==> config.mk <==
export PLATFORM = sky130hd
export DESIGN_NAME = tdc_meas_ctrl
export DESIGN_NICKNAME = d
export VERILOG_FILES = /design/src/rtl/tdc_meas_ctrl.sv
export SDC_FILE = /design/constraint.sdc
export NUM_CORES = 1
export LEC_CHECK = 0
export ABC_AREA = 1
export ABC_CLOCK_PERIOD_IN_PS = 7200
export CORE_MARGIN = 5
export CORE_UTILIZATION = 40
export DETAILED_ROUTE_END_ITERATION = 12
export PLACE_DENSITY = 0.63
export SYNTH_ARGS = -nofsm -noshare
export SYNTH_HDL_FRONTEND = slang
export SYNTH_SLANG_ARGS = --single-unit
==> constraint.sdc <==
create_clock -name clk -period 7.2 [get_ports clk]
set_clock_uncertainty 0.15 [all_clocks]
set_input_delay 1.44 -clock clk [delete_from_list [all_inputs] [get_ports clk]]
set_output_delay 1.44 -clock clk [all_outputs]
set_load 0.005 [all_outputs]
Fig. 1: floorplan with the power grid
Pins as bars on the die edge.
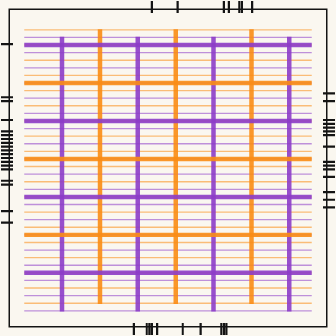
- VDD: orange
- VSS: purple
- met5 straps: 7
- signal pins: 51
- met1 rails: 38
- rows: 37
highest ir drop seen on vdd: 0.124 mV
core box area: 10400 um^2
width of the die: 113 um
height of the die: 113 um

Fig. 2: placement by cell class
The bar under the picture is 20 um long.
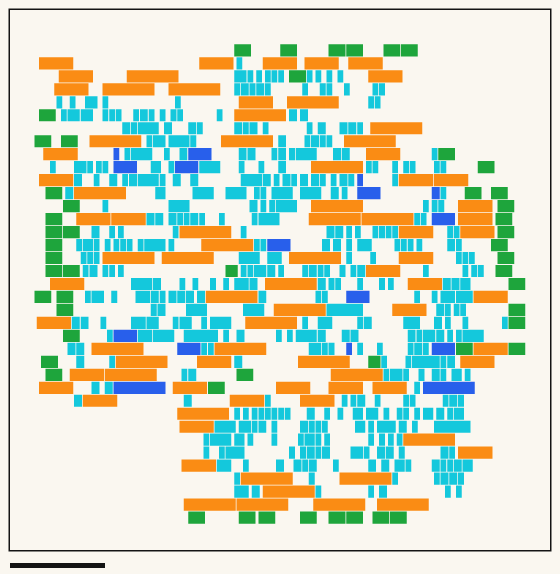
- clock drivers and dummy loads: blue (cells 16; share of their area 4.3%)
- other buffers and delay cells: green (cells 52; share of their area 10%)
- all other logic: cyan (cells 439; share of their area 45%)
- flip-flops: orange (cells 80; share of their area 40%)
sequential share of cell area: 38.7%
Non-Filler Cell Area, Final: 5120 um^2
num rows: 37
Finished Core Util: 49.3%

Fig. 3: clock network drawn from the DEF
The bar under the picture is 20 um long.
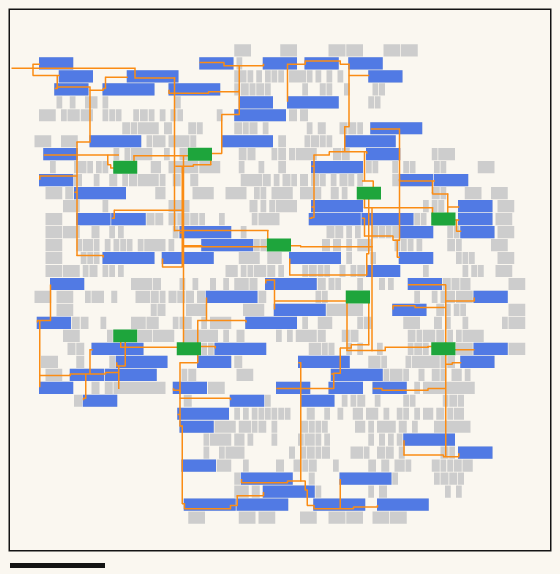
- flip-flops: blue (count 80)
- clock wires: orange (length 1110 um)
- cells driving clock nets: green (count 9)
- routed clock nets: 10
- flops lie: widely spread
part of the power in the clock network: 35.8%
power in the clock group: 369 uW
insertion delay to the later sink of the worst-skew pair: 360 ps

Fig. 4: signal wires by layer
Only two layers are drawn.
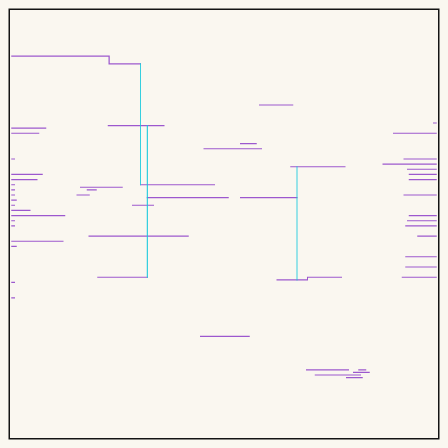
- met4: cyan (wire length 102 um)
- met3: purple (wire length 463 um)
drt wl/cell: 13.3 um
final wirelength: 9.63 mm
total routing resource utilization after global routing: 15.5%
total number of vias: 3525

==> summary.txt <==
Largest power group = sequential cells
Clock buffer instance count of the final layout = 13
Crit path max-delay cell type = sky130_fd_sc_hd__clkdlybuf4s50_1
Signal buffers = 52
Share of cells above drive strength 1 = 5.45%
Combined area of the multi-input logic cells = 1900 um^2
Leakage power figure = 0.00225 uW
Dpl ws = 2530 ps
I/O Buffers = 50
Max-slew headroom = 51.7%
FFs w/ async S/R, synth = 0%
Number of cells on the critical path = 14
Area fraction in and, or, nand and nor cells after synthesis = 25.3%
F_max = 234 MHz
Well-tap cell count = 136
Cell with the most instances after synthesis = sky130_fd_sc_hd__nand2_1
Antenna violations before repair = 0
Fraction of the cycle the final worst path needs = 59.5%
Max-capacitance violation count = 0
Hold Buf Count CTS = 0
Power dissipated in combinational cells = 146 uW
Clock-pin transition on the worst setup and hold timing paths = 80 ps
Total power divided by cell area = 201 nW/um^2
Total global routing overflow = 0
Number of clock sinks seen by CTS = 80
Status = completed
Number of failing hold endpoints at the final stage = 0
Final worst setup slack = 2920 ps
CTS Root Cell = sky130_fd_sc_hd__clkbuf_8
Placer Congestion = 0.824
Seq/Total Area, Yosys = 46.5%
Total placed instance area = 4900 um^2
Global-route track usage on met1 = 21.6%
Total buffers and inverters traversed by the critical path = 3
Slew Limit Fails = 0
Highest Signal Layer = met4
Internal power = 760 uW
Combinational share of power = 14.2%
Init Core Util = 41.1%
WP data arrival = 4220 ps
Top cells by area, synth = sky130_fd_sc_hd__edfxtp_1 27%, sky130_fd_sc_hd__dfxtp_1 20%, sky130_fd_sc_hd__nand2_1 8.1%, sky130_fd_sc_hd__inv_1 7.8%, sky130_fd_sc_hd__nor2_1 6.9%
Number of vias per cell = 4.88
CTS Buffer Depth = 2
Most frequent cells in the layout = 92 x sky130_fd_sc_hd__nand2_1, 88 x sky130_fd_sc_hd__inv_1, 78 x sky130_fd_sc_hd__nor2_1
Die Footprint = 12800 um^2
PostCTS Resize Cnt = 0
Vias in the first global route = 3403
Clock H-tree levels = 3
Filler cell count = 1022
Overall power after layout = 1030 uW
Cell Chain, Critical Path = clkdlybuf4s50_1 -> nand2_1 -> nand2_1 -> inv_1 -> ha_1 -> inv_1 -> fa_1 -> nand3b_1 -> nand2_1 -> a21oi_1 -> o21bai_1 -> a21oi_1 -> o21ai_0 -> a21oi_1
Total length of routed met2 wires = 4.23 mm
Io pins = 51
Remaining number of nets flagged by the antenna check after routing = 0
Clk tree area frac = 4.18%
Total placed cells including tap cells = 707
Min Clock Period, post-route = 4280 ps
Met3 GRT Util = 3.74%
Crit Path Class = input pin to register
Pin count of the biggest net entering global routing = 32
Leading post-synthesis cells by instance count = 92 x sky130_fd_sc_hd__nand2_1, 88 x sky130_fd_sc_hd__inv_1, 78 x sky130_fd_sc_hd__nor2_1, 44 x sky130_fd_sc_hd__nand3_1, 42 x sky130_fd_sc_hd__dfxtp_1
Unrepaired setup endpoints after global routing = no
Setup TNS after final layout = 0 ps
Crit path largest cell delay = 600 ps
MUX area fraction = 0%
Number of enable flip-flop cells = 38
Largest driver fanout on the critical path = 7
Sequential share of power = 50.0%
Cell kind with the greatest summed area = flip-flops and latches
Net count of the finished layout = 626
Cell class contributing the biggest share of worst-path delay = buffers and inverters
Adder and majority gate portion of the synthesized area = 7.23%
Net switching component of the power = 270 uW
Multi-input gate share of total cell area = 37.1%
P_seq = 515 uW
DP HPWL = 7.06 mm
Power and IR drop assume default switching activity.
